**src/rtl/ulpb_lc_rx_fifo.sv**
```systemverilog
// Link-controller receive FIFO: REQ/ACK handshake into a DEPTH-entry queue with a valid/ready read port.
// Optional ULPB_RX_DROP_EN: acknowledge and discard requests arriving while full, counted on DROP_CNT.
module ulpb_lc_rx_fifo #(
  parameter int ADDR_WIDTH = 8,
  parameter int DATA_WIDTH = 32,
  parameter int DEPTH      = 4
) (
  input  logic                    CLK,
  input  logic                    RESET,
  input  logic                    REQ_IN,
  input  logic [ADDR_WIDTH-1:0]   ADDR_IN,
  input  logic [DATA_WIDTH-1:0]   DATA_IN,
  output logic                    ACK_OUT,
  output logic                    RD_VALID,
  output logic [ADDR_WIDTH-1:0]   RD_ADDR,
  output logic [DATA_WIDTH-1:0]   RD_DATA,
  input  logic                    RD_READY,
  output logic [$clog2(DEPTH):0]  COUNT
`ifdef ULPB_RX_DROP_EN
  ,
  output logic [7:0]              DROP_CNT
`endif
);

  // state | meaning
  // IDLE  | waiting for a REQ_IN high phase, ACK_OUT low
  // ACKED | message taken (or dropped), ACK_OUT high until REQ_IN falls
  localparam logic [0:0] ST_IDLE  = 1'b0;
  localparam logic [0:0] ST_ACKED = 1'b1;

  localparam int PW = $clog2(DEPTH);
  localparam int CW = PW + 1;
  localparam int EW = ADDR_WIDTH + DATA_WIDTH;

  logic [0:0]    r_state;
  logic [PW-1:0] r_wr_ptr;
  logic [PW-1:0] r_rd_ptr;
  logic [CW-1:0] r_count;
  logic [EW-1:0] r_mem [DEPTH];

  logic w_full;
  logic w_push;
  logic w_pop;
  logic w_drop;
  logic w_accept;

  // Full is judged on the pre-edge count, so a same-edge pop never frees room for a push.
  assign w_full   = (r_count == CW'(DEPTH));
  assign w_push   = (r_state == ST_IDLE) && REQ_IN && !w_full;
  assign w_pop    = (r_count != '0) && RD_READY;
`ifdef ULPB_RX_DROP_EN
  assign w_drop   = (r_state == ST_IDLE) && REQ_IN && w_full;
`else
  assign w_drop   = 1'b0;
`endif
  assign w_accept = w_push || w_drop;

  always_ff @(posedge CLK or negedge RESET) begin
    if (!RESET) begin
      r_state <= ST_IDLE;
    end else begin
      case (r_state)
        ST_IDLE:  if (w_accept) r_state <= ST_ACKED;
        ST_ACKED: if (!REQ_IN)  r_state <= ST_IDLE;
        default:  r_state <= ST_IDLE;
      endcase
    end
  end

  always_ff @(posedge CLK or negedge RESET) begin
    if (!RESET) begin
      r_wr_ptr <= '0;
      r_rd_ptr <= '0;
      r_count  <= '0;
    end else begin
      if (w_push) r_wr_ptr <= r_wr_ptr + PW'(1);
      if (w_pop)  r_rd_ptr <= r_rd_ptr + PW'(1);
      case ({w_push, w_pop})
        2'b10:   r_count <= r_count + CW'(1);
        2'b01:   r_count <= r_count - CW'(1);
        default: r_count <= r_count;
      endcase
    end
  end

  // Storage is deliberately not reset; the head is only meaningful while RD_VALID is high.
  always_ff @(posedge CLK) begin
    if (w_push) r_mem[r_wr_ptr] <= {ADDR_IN, DATA_IN};
  end

`ifdef ULPB_RX_DROP_EN
  logic [7:0] r_drop_cnt;

  always_ff @(posedge CLK or negedge RESET) begin
    if (!RESET) begin
      r_drop_cnt <= '0;
    end else if (w_drop && (r_drop_cnt != 8'hFF)) begin
      r_drop_cnt <= r_drop_cnt + 8'd1;
    end
  end

  assign DROP_CNT = r_drop_cnt;
`endif

  assign ACK_OUT            = (r_state == ST_ACKED);
  assign RD_VALID           = (r_count != '0);
  assign {RD_ADDR, RD_DATA} = r_mem[r_rd_ptr];
  assign COUNT              = r_count;

endmodule

```
**config.mk**
```make
export PLATFORM = sky130hd
export DESIGN_NAME = ulpb_lc_rx_fifo
export DESIGN_NICKNAME = d
export VERILOG_FILES = /design/src/rtl/ulpb_lc_rx_fifo.sv
export SDC_FILE = /design/constraint.sdc
export NUM_CORES = 1
export LEC_CHECK = 0
export CAP_MARGIN = 20
export CORE_MARGIN = 3
export CORE_UTILIZATION = 50
export CTS_BUF_LIST = sky130_fd_sc_hd__clkbuf_8
export DETAILED_ROUTE_END_ITERATION = 12
export PLACE_DENSITY = 0.74
export SKIP_LAST_GASP = 1
export SYNTH_ARGS = -nofsm -noshare
export SYNTH_HDL_FRONTEND = slang
export SYNTH_SLANG_ARGS = --single-unit
```
**constraint.sdc**
```tcl
create_clock -name CLK -period 5.3 [get_ports CLK]
set_clock_uncertainty 0.05 [all_clocks]
set_input_delay 1.59 -clock CLK [delete_from_list [all_inputs] [get_ports CLK]]
set_output_delay 1.59 -clock CLK [all_outputs]
set_load 0.005 [all_outputs]
```
Figure 1. Power grid.
Bar = 20 um. Pins as bars on the die edge.
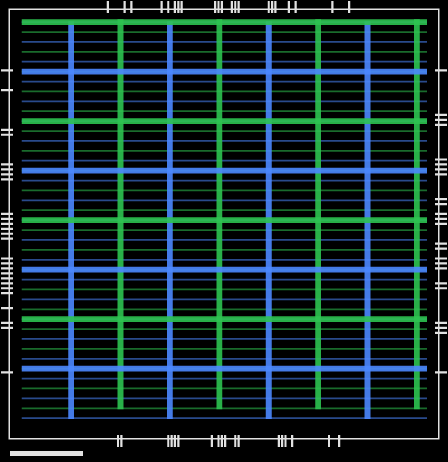
colour	net
blue	VSS
green	VDD
met4 straps	8
signal pins	89
met5 straps	8
rows	40
met1 rails	41
Chip Width: 118 um
Max VDD drop: 0.481 mV
die height: 118 um

Figure 2. Track usage over the die.
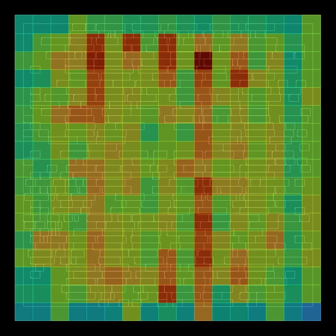
post-layout util: 63.5%
met1 GRT Util: 21.5%
met2 Track Usage GR: 24.4%
busiest grt layer: met2
routed length per placed instance: 19.3 um

Figure 3. Port wiring.
Bar = 20 um.
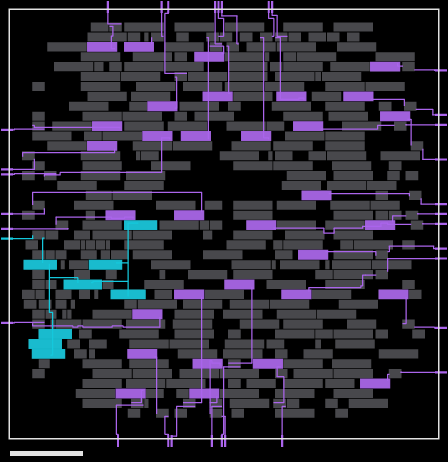
colour	port	direction	end cells	buffers	wire
cyan	RESET	input	8	1	86.1 um
purple	RD_DATA	output	32	32	965 um
PortBufs: 88
top-level I/O count: 89

==> changes_impl.md <==
### Physical design

* Outcome: completed
* Total power at ~3.8 mW
* Total routed wirelength at about 10000 um
* Inverters, non-clock at 6
* MUX share of area at between 10% and 20%
* Sequential fraction of design power at approximately half
* Worst Path Required at between 3000 and 4000 ps
* Internal at ~2.8 mW
* Worst r2r path cells at 9
* First-pass DRT Iterations at 4
* Tool Warnings at 29
* Share of cells above drive strength 1 at 21.5%
* CP endpoint: RD_DATA[12]
* Max power group: registers
* Final setup viols at 0
* Crit path from: r_rd_ptr[0]$_DFFE_PN0P_
* CTS resizes at 0
* Synth Instances at approximately 250
* Core Area at roughly 12000 um^2
* Xor/xnor share at 0.844%
* FMAX at 0.239 GHz
* Cycle use final at 78.9%
* R2r setup slk at roughly 2900 ps
* Max_cap viols at 0
* Clock share of power at 22.8%
* Initial DRC count at around 190
* WP data arrival at 2540 ps
* Met2 wire length at 5050 um
* DR top layer: met5
* Post CTS Setup Buffer Count at 0
* First-pass GRT wire length at roughly 16000 um
* Chip area in the Yosys report at approximately 6200 um^2
* Crit. End Element: output port
* Hold-fix buffers, CTS at 0
* Slew @ Worst Pin at roughly 1000 ps
* Non-clk buf share at 12.0%
* Fp util at between 50% and 60%
* Non-CTS buffers at around 92
* Smallest hold slack at about 460 ps
* Switch share at 25.3%
* Floorplan net count at 300
* Final worst slack at about 1100 ps
* Post-Synth AOI/OAI Area at less than 1%
* Peak fanout along the critical path at roughly 42
* Combinational power at 1.05 mW
* Gr ovfl total at 0
* Final Max Tran Viols at 0
* Adder share at 1.33%
* DRC Markers at 0
* Max-slew headroom at a little under a third
* Combinational Gates at around 65
* Tapcell count at ~170
* Clk ins delay skew pair at around 430 ps
* Yosys simple share at 0.985%
* Comb area leader: multiplexers
* Clock buf count at 17
* Top reg by flops: r_mem
* Tot GR Track Use at between 10% and 20%
* Startpoint class of the critical path: flop
* Post-Layout Cell Count at ~530
* DR vias at between 2000 and 3000
* Logic area at between 1000 and 1500 um^2
* DP Wirelength at between 6000 and 7000 um
* Commonest Layout Cell: edfxtp_1
* Synthesized area per cell at approximately 25 um^2
* Placed cell count at 498
* RSZ-0062 raised after global routing: no
* Minimum clock period at 4180 ps
* Combinational Power Share at ~28%
* DRT met1 WL at approximately 4500 um
* CTS root buf: clkbuf_8
* # nets final at 400
* Setup total negative slack at 0 ps
* TritonCTS buffer count at 17
* Routed Antenna Nets at 0
* Yosys cell count at 250
* Net Switching at about 0.95 mW
* Clock Path Buffers at 2
* R2r endpoint: COUNT[2]$_DFFE_PN0P_
* Vias in the first global route at 3055
* Clock Power at 0.855 mW
* Yosys Warn Count at 0
* ClkCell Share at approximately 4.9%
* Combinational share of cell area at around 15%
* Die area at ~14000 um^2
* Yosys reg bits at around 170
* Sequential cell power at 1.85 mW
* Critical path class: reg2out
* Final-report hold violation count at 0
* DP Area at 7290 um^2
* Pin count of the biggest net entering global routing at 43
* Antenna violations before repair at 1
* Post-Syn Area at just over 6000 um^2
* Met3 wire len at about 550 um
* Max reg flops at roughly 160
* Num rows at approximately 40
* GRT met3 Usage at 4.81%
* Flip-flop and latch area at approximately 5000 um^2
* Sequential share of cell area at about two thirds
* Fillers at between 800 and 900
* Sink Count at around 170
* Dominant kind of cell: registers
* Routability Congestion at between 0.6 and 0.7
* CTS HTree Levels at 4
* Worst Setup Slack post-DPL at between 1000 and 1500 ps
* Area grow syn2layout at 23.5%
* Most instantiated logic cells after routing: edfxtp_1, clkdlybuf4s50_1, mux4_2
Figure 4. Local utilization.
Bar = 20 um. The die is cut into 12 by 12 equal tiles; black is low, pale yellow is high, 0 to 100% covered.
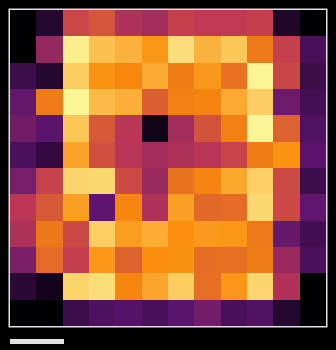
mean over tiles	54%
nearly empty tiles	4.9%
densest ninth of the die	north
fullest tile	98%

Figure 5. Placed cells, one colour a class.
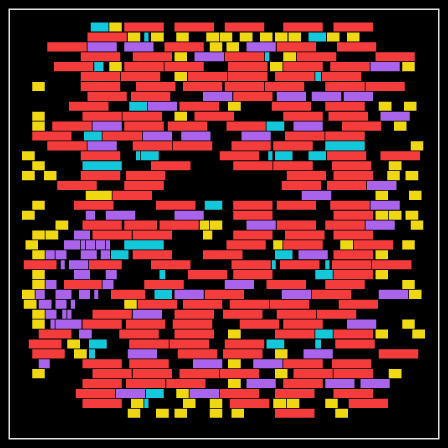
colour	class	cells
purple	combinational and other logic	71
yellow	remaining buffers and delay cells	92
cyan	clock drivers and dummy loads	32
red	sequential cells	168

-- critical path, cell delays in order (launching register included) --
cell	delay [ps]
dfrtp_4	970
mux4_2	640
clkdlybuf4s50_1	470
-- kinds of logic after synthesis --
logic type / after synthesis
fa+ha+maj: 6
xor+xnor: 6
simple gates: 9
buf+inv: 17
flops: 168
compound gates: 2
mux: 42
-- synthesized netlist by cell type --
library cell | instances | area [um^2]
o31a_2 | 1 | 10.0
xnor2_1 | 3 | 26.3
edfxtp_1 | 160 | 4800
dfrtp_1 | 8 | 200
nor2_1 | 1 | 3.75
and2_2 | 3 | 22.5
mux4_2 | 40 | 901
or3b_1 | 1 | 8.76
mux2i_1 | 1 | 10.0
xor2_1 | 3 | 26.3
fa_1 | 1 | 20.0
buf_2 | 6 | 30.0
or3_2 | 1 | 7.51
and3b_1 | 1 | 8.76
buf_1 | 3 | 11.3
nand2_1 | 1 | 3.75
ha_1 | 5 | 62.6
and2_1 | 1 | 6.26
o21a_1 | 1 | 7.51
mux2_4 | 1 | 15.0
buf_6 | 1 | 11.3
clkbuf_1 | 1 | 3.75
inv_1 | 6 | 22.5
-- worst min path at each step --
| stage | start | end | cells past startpoint |
|---|---|---|---|
| final | ACK_OUT$_DFF_PN0_ | ACK_OUT$_DFF_PN0_ | 1 |
| after global routing | ACK_OUT$_DFF_PN0_ | ACK_OUT$_DFF_PN0_ | 1 |
| after CTS | ACK_OUT$_DFF_PN0_ | ACK_OUT$_DFF_PN0_ | 1 |
| after detailed placement | ACK_OUT$_DFF_PN0_ | ACK_OUT$_DFF_PN0_ | 1 |
| after global placement | ACK_OUT$_DFF_PN0_ | ACK_OUT$_DFF_PN0_ | 1 |
| after floorplan | ACK_OUT$_DFF_PN0_ | ACK_OUT$_DFF_PN0_ | 1 |
Power is estimated from default activity; no workload was simulated.
